==> config.mk <==
export PLATFORM = sky130hd
export DESIGN_NAME = framebuffer_scan_reader
export DESIGN_NICKNAME = d
export VERILOG_FILES = /design/src/rtl/framebuffer_scan_reader.sv
export SDC_FILE = /design/constraint.sdc
export NUM_CORES = 1
export LEC_CHECK = 0
export CORE_ASPECT_RATIO = 0.8
export CORE_UTILIZATION = 50
export DETAILED_ROUTE_END_ITERATION = 7
export PLACE_DENSITY = 0.79
export SLEW_MARGIN = 20
export SYNTH_ARGS = -nofsm -noshare
export SYNTH_HDL_FRONTEND = slang
export SYNTH_SLANG_ARGS = --single-unit
==> constraint.sdc <==
create_clock -name clock -period 3.7 [get_ports clock]
set_input_delay 0.925 -clock clock [delete_from_list [all_inputs] [get_ports clock]]
set_output_delay 0.925 -clock clock [all_outputs]
set_load 0.05 [all_outputs]
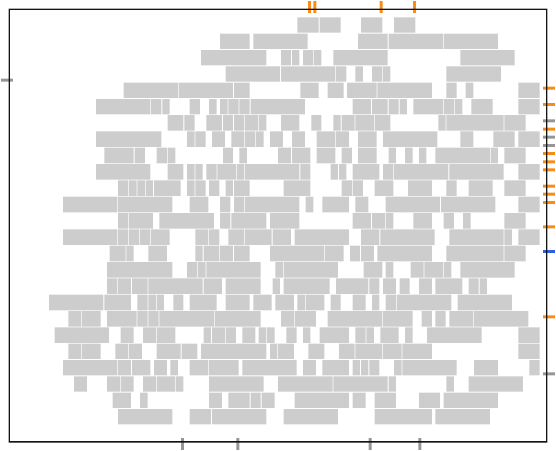
Figure 1: ports around the boundary.
(6 px per µm) Pins as bars across the die edge, other pins in gray.
`read_addr`: marked orange, pins 15, direction output, edge 11 right, 4 top. `hsync`: marked blue, pins 1, direction output, edge right.
All pins by edge: 16 right, 4 bottom, 4 top, 1 left.
width of the chip: 89.3 µm
Die Ht: 71.9 µm
Port Buffers: 24

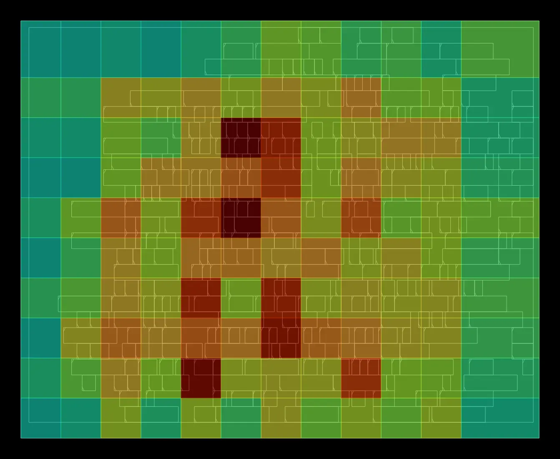
Figure 2: routing congestion.
grt met1 use: 28.9%
Finished Core Util: 60.5%

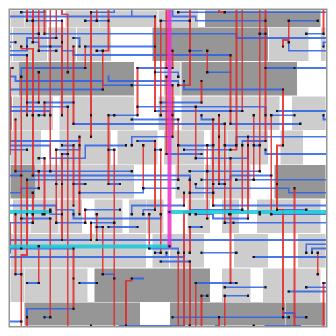
Figure 3: close-up of the layout.
Window x 32 to 57, y 9 to 34 µm. Cells in gray, sequential cells in the stronger gray; small squares are vias.
M1: marked blue. M3: marked cyan. M4: marked magenta. M2: marked red.
Most frequent: dfrtp_1 (6), nor2_1 (5). 42 logic cells have their middle in the window. Sequential cells in the window: 6.

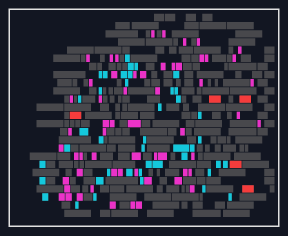
Figure 4: gate families picked out.
(3 px per µm)
mux cells: marked red, cells 5, most used mux2_2, where right middle. nand cells: marked magenta, cells 58, most used nand2_1. nor cells: marked cyan, cells 42, most used nor2_1.
Finished Layout Cells: 411
most frequent logic cell in the layout: dfrtp_1
Comb/total area: 39.9%

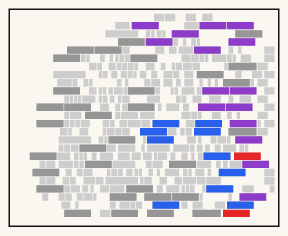
Figure 5: register map, names as in the netlist.
(3 px per µm) Other sequential cells in the stronger gray, the rest of the logic in the fainter gray.
`h_cnt`: marked blue, flops 10. `read_addr`: marked purple, flops 15. `hs_pipe`: marked red, flops 2.
Another 32 sequential cells are not colored.
Seq/total area: 41.4%
storage element area: 1480 µm²
seq pwr: 0.647 mW

==> results.toml <==
# yosys + openroad results
[setup_path]
crit_buf_inv = 1
crit_arrival_ns = 1.88
start_kind = "register"
worstPathRequired_ns = 2.77
path_class = "reg -> out"
slowest_delay_ns = 0.90
cp_slowest_cell = "clkdlybuf4s50_1"
rrSetupSlack_ns = 1.31
critical_path_depth = 1
path_cells = "clkdlybuf4s50_1"
worstPathMaxFanout = 10

[final_timing]
slew_violations = 0
hold_violations = 0
max_clock_freq_ghz = 0.356
final-setup-viol-count = 0
finalClockPeriodUsage_pct = 75.9
worstMarginPinSlew_ns = 0.879
fin_tns_setup_ns = 0
rsz0062_at_grt = "false"
period_needed_ns = 2.81

[yosys]
aoi_share_pct = 13.5
synthMuxAreaShare_pct = 1.85
largest_area_cell = "dfrtp_1"
yosys.area_share.simple_pct = 21.1
yosys.area_share.xor_xnor_pct = 6.60
syn_area_per_cell_um2 = 10.0
syn_nets = 318
topCellsByArea = "dfrtp_1 46%, xor2_1 4.6%, ha_1 3.7%"
fa_ha_area_share_pct = 3.69
async_flop_share_pct = 100
ys.flops = 59
synth_warnings = 0
yosys.area.top_type_share_pct = 45.9
syn_inst = 305

[clocking]
ctsResizeCount = 0
cts_hold_buffers = 0
cts_setup_buffers = 0
cts_tree = "built"
clk_pin_slew_worst_paths_ns = 0.06
insertion_delay_ns = 0.35
root_buffer = "clkbuf_8"
numCtsBuffers = 9

[drt]
avgViaCountPerCell = 5.53
routed_wl_um = 5980
drc = 0
antenna_left = 0
num_vias = 2273
post_drt_wl_per_cell_um = 14.6

[grt]
grt_max_degree = 42
grt_pass1_vias = 2281
grt_pass1_wl_um = 10600
grt-ovfl-total = 0

[job]
drv_cap = 0
warnings = 28

[final_layout]
n_antenna_cell = 0
final_net_count = 338
largest_register_ff_count = 15
drive_above_1_share_pct = 14.2

[die]
rows = 25
fp_util_pct = 51.6
die_area_um2 = 6420

[outcome]
status = "complete, no violations"

[power_and_ir_drop]
power_density_nw_per_um2 = 407
p_total_mw = 1.46
irDropWorstVdd_mv = 0.267

[place]
gp_congestion = 0.828

[min_path]
worstHoldPathType = "reg -> reg"
## synth_stat cells (all sizes together), types with 2 or more instances
library cell	count
xnor2	7
o21ai	31
o31ai	6
a31oi	2
clkbuf	11
nor3	9
o2111ai	3
dfstp	3
nand2	31
a21oi	8
or4	2
nand2b	4
nor2	23
nor2b	3
nand4b	2
xor2	16
a31o	2
nand3b	2
dfrtp	56
nand3	12
and3	8
a22oi	4
nor4	5
mux2	5
inv	12
ha	9
nand4	7
and2	4
or3	3
buf	7
## per-layer routing
layer  track usage (%)  up-vias  wire, µm
met2              33.0       52      2750
met1              28.9     1107      2850
met4              9.17        0       110
li1                  -     1103         -
met5                 0        -         0
met3              7.60       11       269
## per-stage QoR
| stage | cell area (µm²) | hold slack (ns) | cells |
|---|---|---|---|
| final | 3580 | 0.349 | 411 |
| after global routing | 3580 | 0.362 | 411 |
| after CTS | 3580 | 0.349 | 411 |
| after detailed placement | 3310 | 0.335 | 395 |
| after global placement | 3310 | 0.332 | 395 |
| after floorplan | 3050 | 0.331 | 305 |
## power by group
| part | switching, mW | internal, mW | total (mW) | leakage [nW] |
|---|---|---|---|---|
| Clock | 0.254 | 0.533 | 0.787 | 0.134 |
| Sequential | 0.000578 | 0.646 | 0.647 | 0.769 |
| Combinational | 0.0172 | 0.00568 | 0.0228 | 0.628 |
| Total | 0.271 | 1.18 | 1.46 | 1.53 |
## kinds of logic (layout without fill, tap and decap cells)
group,after synthesis,after routing
buffers and inverters,30,55
xor gates and xnor gates,23,23
other,1,1
AOI/OAI and AO/OA,60,60
and+or+nand+nor,118,118
adders and majority gates,9,9
DFF,59,59
muxes,5,5
## cell type report
cell class	count	area, µm²
clock buffer	11	141
clock inverter	5	125
fill	479	2330
inverter	12	45.0
multi-input combinational	216	1430
sequential	59	1480
tap	81	101
timing repair buffer	27	258
## cell usage in the layout (no fill, tap or decap), types with 5 or more instances in the layout
cell type	Yosys	layout
ha_1	9	9
and3_1	8	8
nand2_1	28	28
a21oi_1	8	8
o21ai_1	12	12
inv_1	12	12
nor3_1	8	8
mux2_2	5	5
nand3_1	12	12
nand4_1	6	6
clkbuf_8	0	10
xor2_1	16	16
dfrtp_1	56	56
nor2_1	20	20
o21ai_0	17	17
nor4_1	5	5
xnor2_1	7	7
clkdlybuf4s50_1	0	23
Power and IR drop assume default switching activity.
